$ cat src/rtl/fetch_unit.sv
// Instruction fetch stage: holds the PC, issues in-order word reads to instruction memory and
// buffers returned words with their PCs in a small FIFO feeding decode.
module fetch_unit #(
  parameter logic [31:0] RESET_PC = 32'h0000_0000,
  parameter int          DEPTH    = 2,
  parameter logic [31:0] NOP_INST = 32'h0000_0013
) (
  input  logic        clk,
  input  logic        rst,
  output logic        imem_req,
  output logic [31:0] imem_addr,
  input  logic        imem_rvalid,
  input  logic [31:0] imem_rdata,
  output logic        inst_valid,
  input  logic        inst_ready,
  output logic [31:0] inst,
  output logic [31:0] inst_pc,
  input  logic        redirect_valid,
  input  logic [31:0] redirect_pc,
  output logic [1:0]  state_dbg
);

  localparam int CW = $clog2(DEPTH + 1);
  localparam int AW = (DEPTH > 1) ? $clog2(DEPTH) : 1;

  typedef enum logic [1:0] {
    IDLE  = 2'd0,
    RUN   = 2'd1,
    FLUSH = 2'd2
  } state_t;

  state_t         state;
  logic [31:0]    pc;
  logic [CW-1:0]  outstanding;
  logic [CW-1:0]  drop;
  logic [CW-1:0]  count;
  logic [AW-1:0]  rd_ptr;
  logic [AW-1:0]  wr_ptr;
  logic [31:0]    fifo_inst [DEPTH];
  logic [31:0]    fifo_pc   [DEPTH];

  logic           resp_ok;
  logic [CW-1:0]  in_flight;
  logic [CW-1:0]  drop_next;
  logic [CW:0]    occupancy;
  logic           push;
  logic           pop;
  logic [31:0]    resp_pc;

  function automatic logic [AW-1:0] ptr_next(input logic [AW-1:0] p);
    return (p == AW'(DEPTH - 1)) ? '0 : p + AW'(1);
  endfunction

  // Handshakes: imem_req is accepted in any cycle it is high; a decode transfer happens on a
  // cycle where inst_valid and inst_ready are both high, and a redirect cancels that transfer.
  always_comb begin
    resp_ok   = imem_rvalid && (outstanding != '0);
    in_flight = outstanding - CW'(resp_ok);
    drop_next = drop - CW'(resp_ok);
    occupancy = {1'b0, outstanding} + {1'b0, count};
    imem_req  = (state == RUN) && (occupancy < (CW+1)'(DEPTH)) && !redirect_valid;
    imem_addr = pc;
    push      = (state == RUN) && resp_ok && !redirect_valid;
    pop       = (count != '0) && inst_ready && !redirect_valid;
    // Requests since the last redirect are consecutive, so the oldest one sits this far behind pc.
    resp_pc   = pc - (32'(outstanding) << 2);
  end

  assign inst_valid = (count != '0);
  assign inst       = inst_valid ? fifo_inst[rd_ptr] : NOP_INST;
  assign inst_pc    = inst_valid ? fifo_pc[rd_ptr] : 32'h0;
  assign state_dbg  = state;

  always_ff @(posedge clk) begin
    if (push) begin
      fifo_inst[wr_ptr] <= imem_rdata;
      fifo_pc[wr_ptr]   <= resp_pc;
    end
  end

  always_ff @(posedge clk or posedge rst) begin
    if (rst) begin
      state       <= IDLE;
      pc          <= RESET_PC;
      outstanding <= '0;
      drop        <= '0;
      count       <= '0;
      rd_ptr      <= '0;
      wr_ptr      <= '0;
    end else if (redirect_valid) begin
      pc          <= redirect_pc & ~32'h3;
      count       <= '0;
      rd_ptr      <= '0;
      wr_ptr      <= '0;
      outstanding <= in_flight;
      drop        <= in_flight;
      if (state == IDLE || in_flight == '0) state <= RUN;
      else                                  state <= FLUSH;
    end else begin
      case (state)
        IDLE: state <= RUN;
        RUN: begin
          if (imem_req) pc <= pc + 32'd4;
          outstanding <= outstanding + CW'(imem_req) - CW'(resp_ok);
          if (push) wr_ptr <= ptr_next(wr_ptr);
          if (pop)  rd_ptr <= ptr_next(rd_ptr);
          count <= count + CW'(push) - CW'(pop);
        end
        FLUSH: begin
          // Stale responses are counted off and their data discarded.
          outstanding <= in_flight;
          drop        <= drop_next;
          if (drop_next == '0) state <= RUN;
        end
        default: state <= IDLE;
      endcase
    end
  end

endmodule
$ cat config.mk
export PLATFORM = sky130hd
export DESIGN_NAME = fetch_unit
export DESIGN_NICKNAME = d
export VERILOG_FILES = /design/src/rtl/fetch_unit.sv
export SDC_FILE = /design/constraint.sdc
export NUM_CORES = 1
export LEC_CHECK = 0
export ABC_AREA = 1
export CAP_MARGIN = 10
export CORE_ASPECT_RATIO = 1.1
export CORE_MARGIN = 5
export CORE_UTILIZATION = 56
export CTS_CLUSTER_DIAMETER = 150
export DETAILED_ROUTE_END_ITERATION = 6
export PLACE_DENSITY = 0.86
export REMOVE_ABC_BUFFERS = 1
export SLEW_MARGIN = 20
export SYNTH_ARGS = -nofsm -noshare
export SYNTH_HDL_FRONTEND = slang
export SYNTH_SLANG_ARGS = --single-unit
$ cat constraint.sdc
create_clock -name clk -period 9.2 [get_ports clk]
set_clock_uncertainty 0.15 [all_clocks]
set_input_delay 1.84 -clock clk [delete_from_list [all_inputs] [get_ports clk]]
set_output_delay 1.84 -clock clk [all_outputs]
set_load 0.005 [all_outputs]
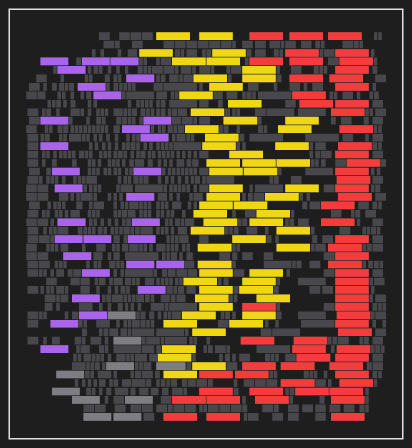
(where the registers sit)
Other sequential cells in the stronger gray, the rest of the logic in the fainter gray.
fifo_inst -> red  # sequential cells 64
fifo_pc -> yellow  # sequential cells 60
imem_addr -> purple  # sequential cells 30
Layout Utilization: 0.7391
seq pwr: 1.08 mW

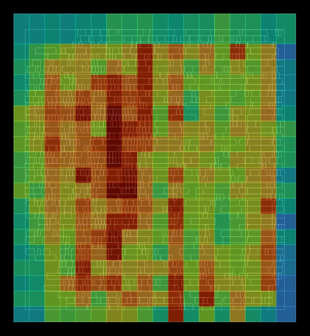
(congestion heat map)
GR Layer Usage met3: 0.04149
overall routing resource usage: 0.2350
met1 demand-to-capacity share in global routing: 0.2909
met2 Usage GRT: 0.4080

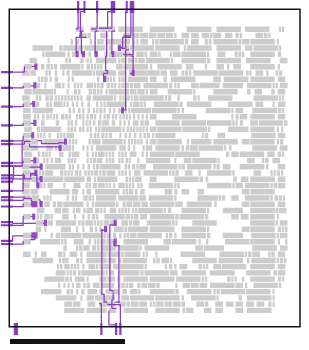
(I/O nets highlighted)
Bar = 50 um.
redirect_pc -> purple  # bits 32, direction input, end cells 30, buffers 30, wire 604 um
number of I/O pins: 169
input/output buffers: 162

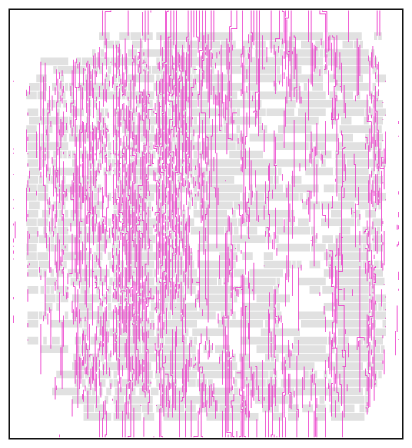
(metal 2)
share of all routed wire = 50%
nets with wire on the layer = 907
main direction = vertical
longest straight run = 56.8 um
wire length on this layer = 10100 um

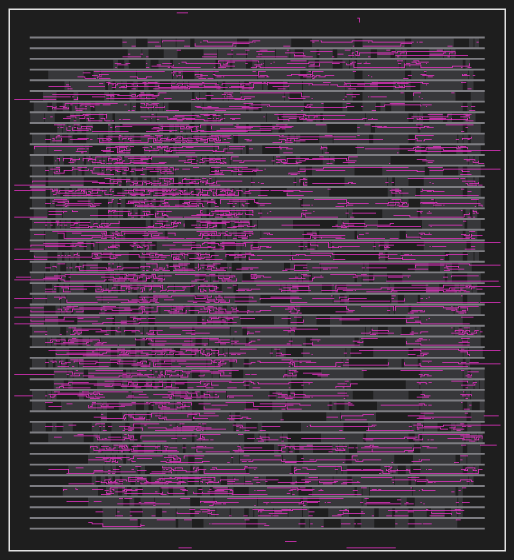
(M1 wires)
Supply wires on this layer in gray.
wire length on this layer = 8160 um
longest straight run = 43.2 um
share of all routed wire = 40%

==> flow_metrics.py <==
# Generated from Yosys and OpenROAD reports
metrics = {
    "finish": {
        "signal_buffer_area_fraction": 0.1562,
        "final.clkbuf_count": 18,
        "layout.cells.non_filler": 1293,
        "area_share_clock_buf_inv": 0.06384,
        "multi_input_comb_cells": 661,
        "biggestCellCategory": "flip-flops and latches",
        "count_of_plain_and_timing_repair_buffers_in_the_layout": 169,
        "share_of_cells_above_drive_strength_1": 0.05813,
        "fraction_of_standard_cell_area_in_multi_input_logic": 0.2904,
        "fin_area_mm2": 0.01072,
        "design.final.nets": 1167,
    },
    "place": {
        "detailedPlace.worstSlack_ns": 3.688,
        "place_hpwl_um": 13500,
        "gp_congestion": 0.8653,
    },
    "synth": {
        "synth.top_cells.by_area": "edfxtp_1, nand2_1, dfrtp_1, nor2_1, xor2_1",
        "postSynthRegisterBits": 164,
        "synthesis.area_mm2": 0.008287,
        "synth-compound-area-share": 0.06583,
        "syn_avg_cell_area_um2": 8.825,
        "post-synth-top-count-cell": "nand2_1",
        "postSynthSeqShare": 0.5701,
        "synthDistinctLibCells": 33,
        "post-synth-top-area-fraction": 0.4493,
        "synth_top_cell_by_area": "edfxtp_1",
        "ys_top_logic_family": "simple AND/OR/NAND/NOR gates",
        "synth-xor-area-share": 0.04545,
        "yosys_area_mm2": 0.008287,
        "synth_stat.cells": 939,
    },
    "grt": {
        "initial_antenna_violation_count": 0,
        "grt_first_pass_wirelength_um": 32260,
        "gr-total-overflow": 0,
    },
    "worst_setup_path": {
        "worstPathArrival_ns": 3.57,
        "reg_to_reg_setup_timing_slack_ns": 6.42,
        "path_class": "input pin to output pin",
        "endpoint_of_the_lowest_slack_register_to_register_path": "imem_addr[9]",
        "cp_data_required_time_ns": 7.21,
        "worst_path_max_delay_cell": "clkdlybuf4s50_1",
        "crit_path_end_kind": "output pin",
        "cp_cell_sequence": "clkdlybuf4s50_1, buf_4, nor2_2, buf_4, clkdlybuf4s50_1",
        "critPathTopFamily": "buffers and inverters",
        "cp.depth": 5,
    },
    "floorplan": {
        "initial_util": 0.5713,
        "taps": 192,
        "num_rows": 46,
        "dieWidth_um": 126.0,
        "design.die.area_mm2": 0.01733,
    },
    "sta": {
        "post_layout_period_usage_of_the_worst_path": 0.6039,
        "final_critical_path_setup_slack_ns": 3.644,
        "rsz0062_at_grt": "no",
        "finalSetupViolations": 0,
        "max_transition_viols_final": 0,
    },
    "power": {
        "sequentialPowerShare": 0.411,
        "power.combinational.fraction": 0.277,
        "cell_internal_power_mw": 1.788,
        "power.switching_fraction": 0.3163,
        "combinationalPower_mw": 0.723,
        "power.largest_group": "sequential cells",
    },
    "detailed_routing": {
        "met3RoutedLength_um": 1482,
        "routedLengthMet1_um": 8156,
        "drc": 0,
        "number_of_antenna_violating_nets_in_the_routed_design": 0,
        "detail_route.wirelength_um": 20410,
    },
    "worst_hold_path": {
        "hold_wc_startpoint": "drop[0]",
        "hold-path-cell-count": 2,
    },
    "job": {
        "drv_cap": 0,
    },
    "clock_tree": {
        "cts.sink_count": 164,
        "cts.repair.resized": 0,
        "clock.latency.late_pin_ns": 0.42,
    },
    "run_status": {
        "run_status": "complete, no violations",
    },
}
==> cell families after synthesis <==
kind of cell | Yosys count
compound gates | 103
xor+xnor | 43
fa+ha+maj | 10
buf+inv | 117
flops | 164
other cells | 1
simple gates | 501
==> cells in the final DEF, fill, tap and decap left out, types with 7 or more instances in the layout <==
cell,n
nand2_1,343
dfrtp_1,39
ha_1,8
a21oi_1,62
nor2_2,10
bufinv_16,7
xor2_1,39
nand3_1,36
nor2_1,91
edfxtp_1,124
o21ai_0,28
inv_1,72
clkdlybuf4s50_1,162
buf_4,7
clkbuf_16,17
==> state kept, by name, indices dropped and copies added, names as in the netlist <==
name	count
wr_ptr	1
fifo_pc	60
drop	2
rd_ptr	1
count	2
imem_addr	30
fifo_inst	64
outstanding	2
state_dbg	2
No activity file was given, so power comes from the tool's default toggle rates.
